[src/rtl/dma_sched_pkg.sv]
// Shared definitions for the SGDMA burst scheduler: FSM states, credit unit,
// default burst size and the posted-data credit helper.
package dma_sched_pkg;

  typedef enum logic [2:0] {
    ST_IDLE   = 3'd0,
    ST_ARB    = 3'd1,
    ST_CHECK  = 3'd2,
    ST_REQ    = 3'd3,
    ST_WAIT   = 3'd4,
    ST_UPDATE = 3'd5
  } sched_state_e;

  localparam int unsigned CREDIT_BYTES  = 16;
  localparam int unsigned CREDIT_SHIFT  = 4;
  localparam logic [15:0] DEFAULT_BURST = 16'd4096;

  // Posted data credits (16-byte units) needed for a burst, rounded up.
  function automatic logic [12:0] data_credits(input logic [15:0] len);
    logic [16:0] sum;
    sum = {1'b0, len} + 17'(CREDIT_BYTES - 1);
    return 13'(sum >> CREDIT_SHIFT);
  endfunction

endpackage

[src/rtl/dma_rr_pick.sv]
// Combinational round-robin selector: first busy channel strictly after
// i_ptr, wrapping modulo NCH.
module dma_rr_pick
  import dma_sched_pkg::*;
#(
  parameter int unsigned NCH = 2
) (
  input  logic [NCH-1:0] i_busy,
  input  logic [1:0]     i_ptr,
  output logic [1:0]     o_idx,
  output logic           o_valid
);

  always_comb begin
    int unsigned c;
    o_idx   = '0;
    o_valid = 1'b0;
    c       = 0;
    for (int unsigned k = 1; k <= NCH; k++) begin
      c = (32'(i_ptr) + k) % NCH;
      for (int unsigned j = 0; j < NCH; j++) begin
        if (!o_valid && (c == j) && i_busy[j]) begin
          o_idx   = 2'(j);
          o_valid = 1'b1;
        end
      end
    end
  end

endmodule

[src/rtl/dma_ch_sched.sv]
// Per-burst round-robin DMA channel scheduler with PCIe credit gating.
// Optional watchdog on CHECK/WAIT enabled by defining DMA_SCHED_WATCHDOG_EN.
module dma_ch_sched
  import dma_sched_pkg::*;
#(
  parameter int unsigned NCH   = 2,
  parameter int unsigned LEN_W = 24,
  parameter int unsigned WD_W  = 16
) (
  input  logic                 wb_clk_i,
  input  logic                 rstn,
  input  logic                 enable,
  input  logic [NCH-1:0]       ch_start,
  input  logic [NCH*LEN_W-1:0] ch_len,
  input  logic [NCH-1:0]       ch_dir,
  input  logic [15:0]          max_burst,
  input  logic [8:0]           tx_ca_ph,
  input  logic [12:0]          tx_ca_pd,
  input  logic [8:0]           tx_ca_nph,
  output logic                 burst_req,
  output logic [1:0]           active_ch,
  output logic [15:0]          burst_len,
  output logic                 burst_dir,
  input  logic                 burst_ack,
  input  logic                 burst_done,
  output logic [NCH-1:0]       ch_busy,
  output logic [NCH-1:0]       ch_done,
  output logic [NCH-1:0]       ch_err,
  output logic [31:0]          debug
);

  if (NCH < 2 || NCH > 4 || WD_W < 2) begin : g_cfg_check
    $error("dma_ch_sched: unsupported NCH/WD_W configuration");
  end

  sched_state_e     r_state, w_next;
  logic [LEN_W-1:0] r_rem [NCH];
  logic [NCH-1:0]   r_dir, r_busy, r_done, r_err;
  logic [1:0]       r_rr_ptr, r_active_ch;
  logic [15:0]      r_burst_len;
  logic             r_burst_dir;

  logic [1:0]       w_grant;
  logic             w_grant_vld;
  logic [LEN_W-1:0] w_grant_rem, w_act_rem, w_rem_after;
  logic             w_grant_dir;
  logic [15:0]      w_eff_max, w_grant_len;
  logic             w_credit_ok, w_upd_last, w_wd_expire;
  logic [LEN_W-1:0] w_start_len [NCH];

  dma_rr_pick #(.NCH(NCH)) u_pick (
    .i_busy  (r_busy),
    .i_ptr   (r_rr_ptr),
    .o_idx   (w_grant),
    .o_valid (w_grant_vld)
  );

  always_comb begin
    for (int unsigned i = 0; i < NCH; i++) begin
      w_start_len[i] = {ch_len[i*LEN_W+3 +: LEN_W-3], 3'b000};
    end
  end

  always_comb begin
    w_eff_max = {max_burst[15:3], 3'b000};
    if (w_eff_max == '0 || w_eff_max > DEFAULT_BURST) w_eff_max = DEFAULT_BURST;
  end

  always_comb begin
    w_grant_rem = '0;
    w_grant_dir = 1'b0;
    w_act_rem   = '0;
    for (int unsigned i = 0; i < NCH; i++) begin
      if (w_grant == 2'(i)) begin
        w_grant_rem = r_rem[i];
        w_grant_dir = r_dir[i];
      end
      if (r_active_ch == 2'(i)) w_act_rem = r_rem[i];
    end
  end

  always_comb begin
    if (32'(w_grant_rem) < 32'(w_eff_max)) w_grant_len = 16'(w_grant_rem);
    else                                   w_grant_len = w_eff_max;
  end

  assign w_rem_after = w_act_rem - LEN_W'(r_burst_len);
  assign w_upd_last  = (r_state == ST_UPDATE) && (w_rem_after == '0);
  assign w_credit_ok = r_burst_dir ? ((tx_ca_ph != '0) && (tx_ca_pd >= data_credits(r_burst_len)))
                                   : (tx_ca_nph != '0);

`ifdef DMA_SCHED_WATCHDOG_EN
  logic [WD_W-1:0] r_wd_cnt;
  logic            w_wd_run;

  assign w_wd_run    = (r_state == ST_CHECK) || (r_state == ST_WAIT);
  assign w_wd_expire = w_wd_run && (r_wd_cnt == '1);

  always_ff @(posedge wb_clk_i or negedge rstn) begin
    if (!rstn)                            r_wd_cnt <= '0;
    else if (!w_wd_run || w_next != r_state) r_wd_cnt <= '0;
    else                                  r_wd_cnt <= r_wd_cnt + 1'b1;
  end
`else
  assign w_wd_expire = 1'b0;
`endif

  always_ff @(posedge wb_clk_i or negedge rstn) begin
    if (!rstn) r_state <= ST_IDLE;
    else       r_state <= w_next;
  end

  always_comb begin
    w_next = r_state;
    unique case (r_state)
      ST_IDLE:   if (enable && |r_busy) w_next = ST_ARB;
      ST_ARB:    w_next = (enable && w_grant_vld) ? ST_CHECK : ST_IDLE;
      ST_CHECK:  if (!enable) w_next = ST_IDLE;
                 else if (w_credit_ok) w_next = ST_REQ;
      ST_REQ:    if (burst_ack) w_next = ST_WAIT;
      ST_WAIT:   if (burst_done) w_next = ST_UPDATE;
      ST_UPDATE: w_next = ST_IDLE;
      default:   w_next = ST_IDLE;
    endcase
    if (w_wd_expire) w_next = ST_IDLE;
  end

  // ch_done merges registered pulses (zero-length start, watchdog) with the
  // UPDATE-cycle completion so the latter lands one cycle after burst_done.
  always_comb begin
    burst_req = (r_state == ST_REQ);
    ch_done   = r_done;
    for (int unsigned i = 0; i < NCH; i++) begin
      if (w_upd_last && r_active_ch == 2'(i)) ch_done[i] = 1'b1;
    end
  end

  always_ff @(posedge wb_clk_i or negedge rstn) begin
    if (!rstn) begin
      for (int unsigned i = 0; i < NCH; i++) r_rem[i] <= '0;
      r_dir       <= '0;
      r_busy      <= '0;
      r_done      <= '0;
      r_err       <= '0;
      r_rr_ptr    <= 2'(NCH - 1);
      r_active_ch <= '0;
      r_burst_len <= '0;
      r_burst_dir <= 1'b0;
    end else begin
      r_done <= '0;
      for (int unsigned i = 0; i < NCH; i++) begin
        if (ch_start[i] && !r_busy[i]) begin
          r_rem[i] <= w_start_len[i];
          r_dir[i] <= ch_dir[i];
          r_err[i] <= 1'b0;
          if (w_start_len[i] == '0) r_done[i] <= 1'b1;
          else                      r_busy[i] <= 1'b1;
        end
      end
      if (r_state == ST_ARB && enable && w_grant_vld) begin
        r_active_ch <= w_grant;
        r_burst_len <= w_grant_len;
        r_burst_dir <= w_grant_dir;
      end
      if (r_state == ST_UPDATE) begin
        r_rr_ptr <= r_active_ch;
        for (int unsigned i = 0; i < NCH; i++) begin
          if (r_active_ch == 2'(i)) begin
            r_rem[i] <= w_rem_after;
            if (w_rem_after == '0) r_busy[i] <= 1'b0;
          end
        end
      end
      if (w_wd_expire) begin
        for (int unsigned i = 0; i < NCH; i++) begin
          if (r_active_ch == 2'(i)) begin
            r_err[i]  <= 1'b1;
            r_busy[i] <= 1'b0;
            r_done[i] <= 1'b1;
          end
        end
      end
    end
  end

  assign active_ch = r_active_ch;
  assign burst_len = r_burst_len;
  assign burst_dir = r_burst_dir;
  assign ch_busy   = r_busy;
  assign ch_err    = r_err;
  assign debug     = 32'({r_state, r_rr_ptr, w_act_rem});

endmodule

[config.mk]
export PLATFORM = sky130hd
export DESIGN_NAME = dma_ch_sched
export DESIGN_NICKNAME = d
export VERILOG_FILES = /design/src/rtl/dma_sched_pkg.sv /design/src/rtl/dma_rr_pick.sv /design/src/rtl/dma_ch_sched.sv
export SDC_FILE = /design/constraint.sdc
export NUM_CORES = 1
export LEC_CHECK = 0
export CAP_MARGIN = 30
export CORE_ASPECT_RATIO = 1.1
export CORE_MARGIN = 5
export CORE_UTILIZATION = 44
export CTS_BUF_LIST = sky130_fd_sc_hd__clkbuf_8
export DETAILED_ROUTE_END_ITERATION = 7
export MAX_ROUTING_LAYER = met4
export PLACE_DENSITY = 0.71
export SETUP_SLACK_MARGIN = 0.05
export SLEW_MARGIN = 15
export SYNTH_ARGS = -nofsm -noshare
export SYNTH_HDL_FRONTEND = slang
export SYNTH_HIERARCHICAL = 1
export SYNTH_SLANG_ARGS = --single-unit
[constraint.sdc]
create_clock -name wb_clk_i -period 6.85 [get_ports wb_clk_i]
set_input_delay 1.37 -clock wb_clk_i [delete_from_list [all_inputs] [get_ports wb_clk_i]]
set_output_delay 1.37 -clock wb_clk_i [all_outputs]
set_load 0.02 [all_outputs]
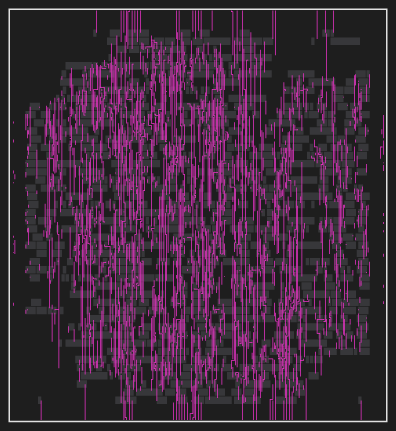
Run 1: M2 wires
Scale: 3 px per um. Cells faint in the background.
915 nets have wire on it. The wires run mostly vertical. The longest straight run is 55.8 um. The layer carries 8880 um of wire.

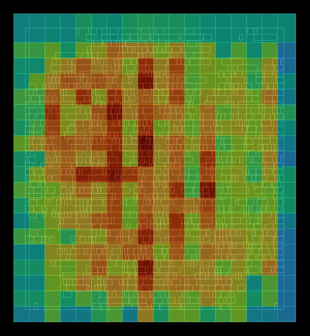
Run 1: congestion heat map
gr usage total: 24.5%
WL/cell: 17.3 um
M2 GR Usage: 37.0%
M3 GR Usage: 5.43%

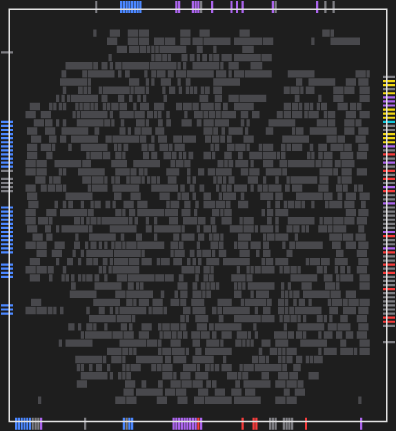
Run 1: pin placement
Scale: 3 px per um. Pins as bars across the die edge, other pins in gray.
Key: red = burst_len [pins 16, direction output, edge 11 east, 5 south]; blue = ch_len [pins 48, direction input, edge 31 west, 9 south, 8 north]; yellow = tx_ca_nph [pins 9, direction input, edge east]; cyan = burst_done [pins 1, direction input, edge east]; purple = debug [pins 32, direction output, edge 12 south, 11 north, 9 east]
Buffers on Ports: 147
Die Width: 125 um

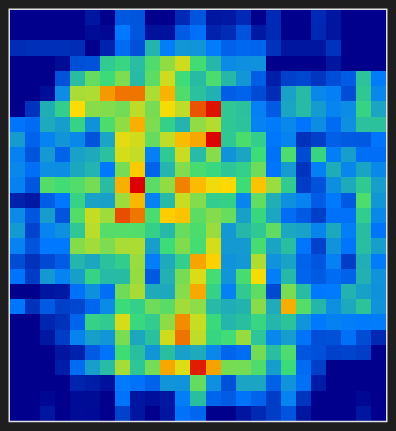
Run 1: wire density map
Scale: 3 px per um. 25 x 27 tiles, from dark blue (low) to red (high), scaled to the fullest tile. Values are wire area over tile area, all layers added.
The fullest tile reaches 0.61. The mean over all tiles is 0.19. 22% of the tiles are over half the peak. The densest ninth of the die: center. 14% of the tiles are nearly empty.
vias: 6474
DRT Wirelength: 20.1 mm

==> Changelog: implementation, run 1 <==
### Physical design

- Outcome: finished, final reports clean
- Reg2reg end: ch_busy[0]$_DFF_PN0_
- Psw: roughly 2.5 mW
- Comb/total area: around 51%
- CP Depth: 13
- Net Sw Frac: between 50% and 60%
- Hpwl dp: roughly 16 mm
- Post-Synth XOR/XNOR Area: 4.49%
- Number of fill cells in the layout: around 1400
- Core area: 14400 sq um
- Final Cycle Share: about nine tenths
- Top cells, area: dfrtp_1 30%, nand2_1 10%, ha_1 8.0%, mux2i_1 6.8%, nor2_1 5.7%
- Dominant kind of combinational cell: simple AND/OR/NAND/NOR gates
- Peak VDD IR: between 0.2 and 0.25 mV
- Buf+Inv Stages, Crit Path: 2
- DIE AREA: 17200 sq um
- Hold Worst Slack: 0.485 ns
- Fraction of area in registers: about a quarter
- Simple share: between 20 and 30%
- Clock network power: approximately 0.32 mW
- Int Pwr: 2.26 mW
- CP max stage cell: clkdlybuf4s50_1
- Synth area leader: dfrtp_1
- FMAX: ~0.16 GHz
- Pwr per Cell Area: 569 nW/um^2
- Final setup TNS: 0 ns
- Logic area: between 4000 and 5000 sq um
- Synthesized area per cell: between 7 and 8 sq um
- Post-synthesis sequential area ratio: between 30% and 40%
- Critical Path Source Type: flop
- Yosys top cell area share: about 30%
- Placed Cells: between 1000 and 1500
- Top reg by flops: r_rem
- Final Max Tran Viols: 0
- CP peak stage delay: about 0.69 ns
- Clock skew: roughly 0.012 ns
- Well-tap cell count: 192
- Fraction of layout cells with a size suffix above 1: approximately 5.8%
- Placer Congestion: just under 1
- DR vias/cell: ~5.6
- Yosys cell count: 836
- Buffers, non-clock: ~160
- Largest net degree at the start of global routing: around 53
- Area grow syn2layout: 28.7%
- Met1 WL: roughly 9.1 mm
- Highest routed layer: met4
- Clk_buf instances: 11
- Final setup viols: 0
- ClkCell Share: between 2 and 2.5%
- Post-layout min period: 6.24 ns
- Seq group: roughly 0.89 mW
- Total congestion overflow: 0
- Clock tree buffer depth: 2
- Leakage power: between 3 and 4 nW
- Synth Cell Area: between 6000 and 7000 sq um
- Top delay family on crit path: simple AND/OR/NAND/NOR gates
- GR Util met1: between 30% and 40%
- CTS tree: built
- Largest register FFs: between 40 and 50
- H-tree levels: 3
- CP endpoint kind: output port
- Flop count: about 78
- Buffer share of cell area: about a fifth
- Top cells by count: 171 x nand2_1, 98 x nor2_1, 77 x dfrtp_1, 44 x mux2i_1, 41 x ha_1
- Design Power: 4.72 mW
- DRC violations left: 0
- Worst setup margin: 0.609 ns
- Post-CTS Setup Inserts: 0
- Worst hold path endpoint: r_dir[0]$_DFFE_PN0P_
- Most frequent cell after synthesis: nand2_1
- Cell Count, Final, Fillers Out: 1160
- Pre-CTS WS: roughly 1.1 ns
- Fin util: between 50% and 60%
- RR Startpoint: active_ch[0]$_DFFE_PN0P_
- Starting DRC count in detailed routing: 465
- Yosys warns: 6
- Max transition margin: about two fifths
- Worst hold stages: 2
- Max-cap check violation count: 0
- Worst setup path class: flop to output port
- Logic Gate Count: just under 700
- Met3 WL: about 1.6 mm
- Yosys stat chip area: roughly 6400 sq um
- Post-synth regs: around 80
- Ys async rst share: 100%
- Worst Path Max Fanout: 29
- Worst path cell trace: buf_12 -> mux2i_1 -> nor2_1 -> ha_1 -> nand2_1 -> o211ai_1 -> nor3b_1 -> nor2_1 -> a211oi_1 -> and4b_1 -> nand4_2 -> o41ai_1 -> clkdlybuf4s50_1
- Final instance area: about 8300 sq um
- Met2 WL post-DR: slightly below 9 mm
- Flop pwr share: about a fifth
- Sequential cell area: about 2000 sq um
- CP Data Arrival Time: 4.87 ns
- Grt peak-use layer: met2
- CP endpoint: ch_done[1]
- First-pass GRT wire length: 32.6 mm
- # rows: ~46
- Worst Hold Class: flop to flop
- CTS root buf: clkbuf_8
- Commonest flop: dfrtp_1
- RSZ-0062 raised after global routing: false
- I/O Pins: ~160
- CTS Buf Count: 9
- Inserted Diodes: 0
- Initial antenna violation count: 0
- Least-Margin Pin Slew: around 0.9 ns
- Placement Cell Area: roughly 8000 sq um
- CTS clk-pin slew, worst paths: roughly 0.070 ns
- Largest cell class: combinational gates
- Nets: around 1100
- R2R Setup Slk: around 3 ns
- Cell mode on critical path: nor2_1
- Dominant logic cell types in the final layout: 171 x nand2_1, 146 x clkdlybuf4s50_1, 98 x nor2_1
- EDFF count, synth: 0
- Commonest Layout Cell: nand2_1
- CP Launch Point: active_ch[0]$_DFFE_PN0P_
- Log Warnings: 35
- CTS hold repair buffers: 0
- Comb pwr share: 74.3%
- Drt pass-1 iters: 5
- Hold Violations, Final: 0
- Non-clock inverters: 26
- Clk sinks: around 80
- Largest power group: combinational logic
- Unique cell types: between 60 and 70
- Clock power share: under 10%
==> run 2, diff against run 1 <==
--- a/config.mk
+++ b/config.mk
@@ -11,10 +11,10 @@
 export CORE_UTILIZATION = 44
 export CTS_BUF_LIST = sky130_fd_sc_hd__clkbuf_8
 export DETAILED_ROUTE_END_ITERATION = 7
+export HOLD_SLACK_MARGIN = 0.06
 export MAX_ROUTING_LAYER = met4
 export PLACE_DENSITY = 0.71
 export SETUP_SLACK_MARGIN = 0.05
-export SLEW_MARGIN = 15
 export SYNTH_ARGS = -nofsm -noshare
 export SYNTH_HDL_FRONTEND = slang
 export SYNTH_HIERARCHICAL = 1
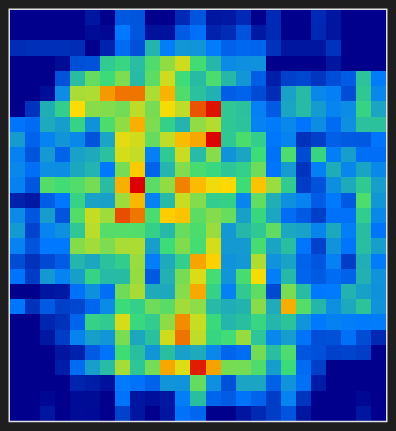
Run 2: wire density map
Scale: 3 px per um. 25 x 27 tiles, from dark blue (low) to red (high), scaled to the fullest tile. Values are wire area over tile area, all layers added.
22% of the tiles are over half the peak. The fullest tile reaches 0.61. 14% of the tiles are nearly empty. The densest ninth of the die: center.

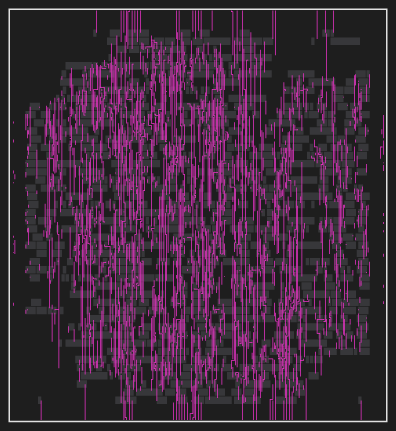
Run 2: M2 wires
Scale: 3 px per um. Cells faint in the background.
915 nets have wire on it. The layer carries 8880 um of wire.

==> run 2 against run 1 <==
Effect of this change: global-route usage unchanged; maximum frequency unchanged; critical path depth unchanged; first-iteration DRC count is the same; clock-buffer cell count unchanged; critical endpoint unchanged; largest power group unchanged.
==> Changelog: implementation, run 2 <==
### Physical design

- Placement Cell Area: 8110 sq um
- Non-clock inverters: 26
- Fraction of area in registers: between 20% and 30%
- Post-Synth XOR/XNOR Area: roughly 4.5%
- Sequential cell area: slightly below 2000 sq um
- Dominant kind of combinational cell: simple AND/OR/NAND/NOR gates
- Met1 WL: between 9 and 10 mm
- Final instance area: just over 8000 sq um
- CP Depth: 13
- H-tree levels: 3
- CP endpoint kind: output port
- Final setup TNS: 0 ns
- First-pass GRT wire length: between 30 and 40 mm
- Largest net degree at the start of global routing: between 50 and 60
- Max transition margin: a little under 40%
- Number of fill cells in the layout: roughly 1400
- Worst path cell trace: buf_12 -> mux2i_1 -> nor2_1 -> ha_1 -> nand2_1 -> o211ai_1 -> nor3b_1 -> nor2_1 -> a211oi_1 -> and4b_1 -> nand4_2 -> o41ai_1 -> clkdlybuf4s50_1
- Cell Count, Final, Fillers Out: approximately 1200
- Critical Path Source Type: flop
- Post-CTS Setup Inserts: 0
- Unique cell types: 63
- Worst setup margin: about 0.6 ns
- Highest routed layer: met4
- CP Launch Point: active_ch[0]$_DFFE_PN0P_
- EDFF count, synth: 0
- Met2 WL post-DR: roughly 8.9 mm
- Flop pwr share: between 10% and 20%
- CP Data Arrival Time: 4.87 ns
- Log Warnings: 35
- Largest power group: combinational logic
- Clock network power: between 0.3 and 0.4 mW
- Logic Gate Count: around 700
- Hpwl dp: ~16 mm
- Most frequent cell after synthesis: nand2_1
- Clock skew: roughly 0.012 ns
- CP endpoint: ch_done[1]
- Cell mode on critical path: nor2_1
- Buf+Inv Stages, Crit Path: 2
- Yosys cell count: between 800 and 900
- Synthesized area per cell: a little under 8 sq um
- DRT Wirelength: 20.1 mm
- Drt pass-1 iters: 5
- Least-Margin Pin Slew: about 0.91 ns
- Ys async rst share: 100%
- Comb pwr share: around three quarters
- GR Util met1: between 30% and 40%
- Clk_buf instances: 11
- Post-synthesis sequential area ratio: 30.3%
- Yosys top cell area share: between 20 and 30%
- Seq group: a little under 0.9 mW
- Logic area: ~4200 sq um
- Final Max Tran Viols: 0
- Well-tap cell count: around 190
- Dominant logic cell types in the final layout: 171 x nand2_1, 146 x clkdlybuf4s50_1, 98 x nor2_1
- Post-synth regs: roughly 80
- Buffers, non-clock: roughly 160
- Top reg by flops: r_rem
- Met3 WL: ~1.6 mm
- Pre-CTS WS: between 1 and 1.5 ns
- Outcome: finished, final reports clean
- Worst hold stages: 2
- Peak VDD IR: 0.218 mV
- Nets: roughly 1100
- CTS root buf: clkbuf_8
- CTS Buf Count: 9
- Commonest flop: dfrtp_1
- Top cells, area: dfrtp_1 30%, nand2_1 10%, ha_1 8.0%, mux2i_1 6.8%, nor2_1 5.7%
- Hold Worst Slack: just under 0.5 ns
- Flop count: between 70 and 80
- CTS tree: built
No activity file was given, so power comes from the tool's default toggle rates.
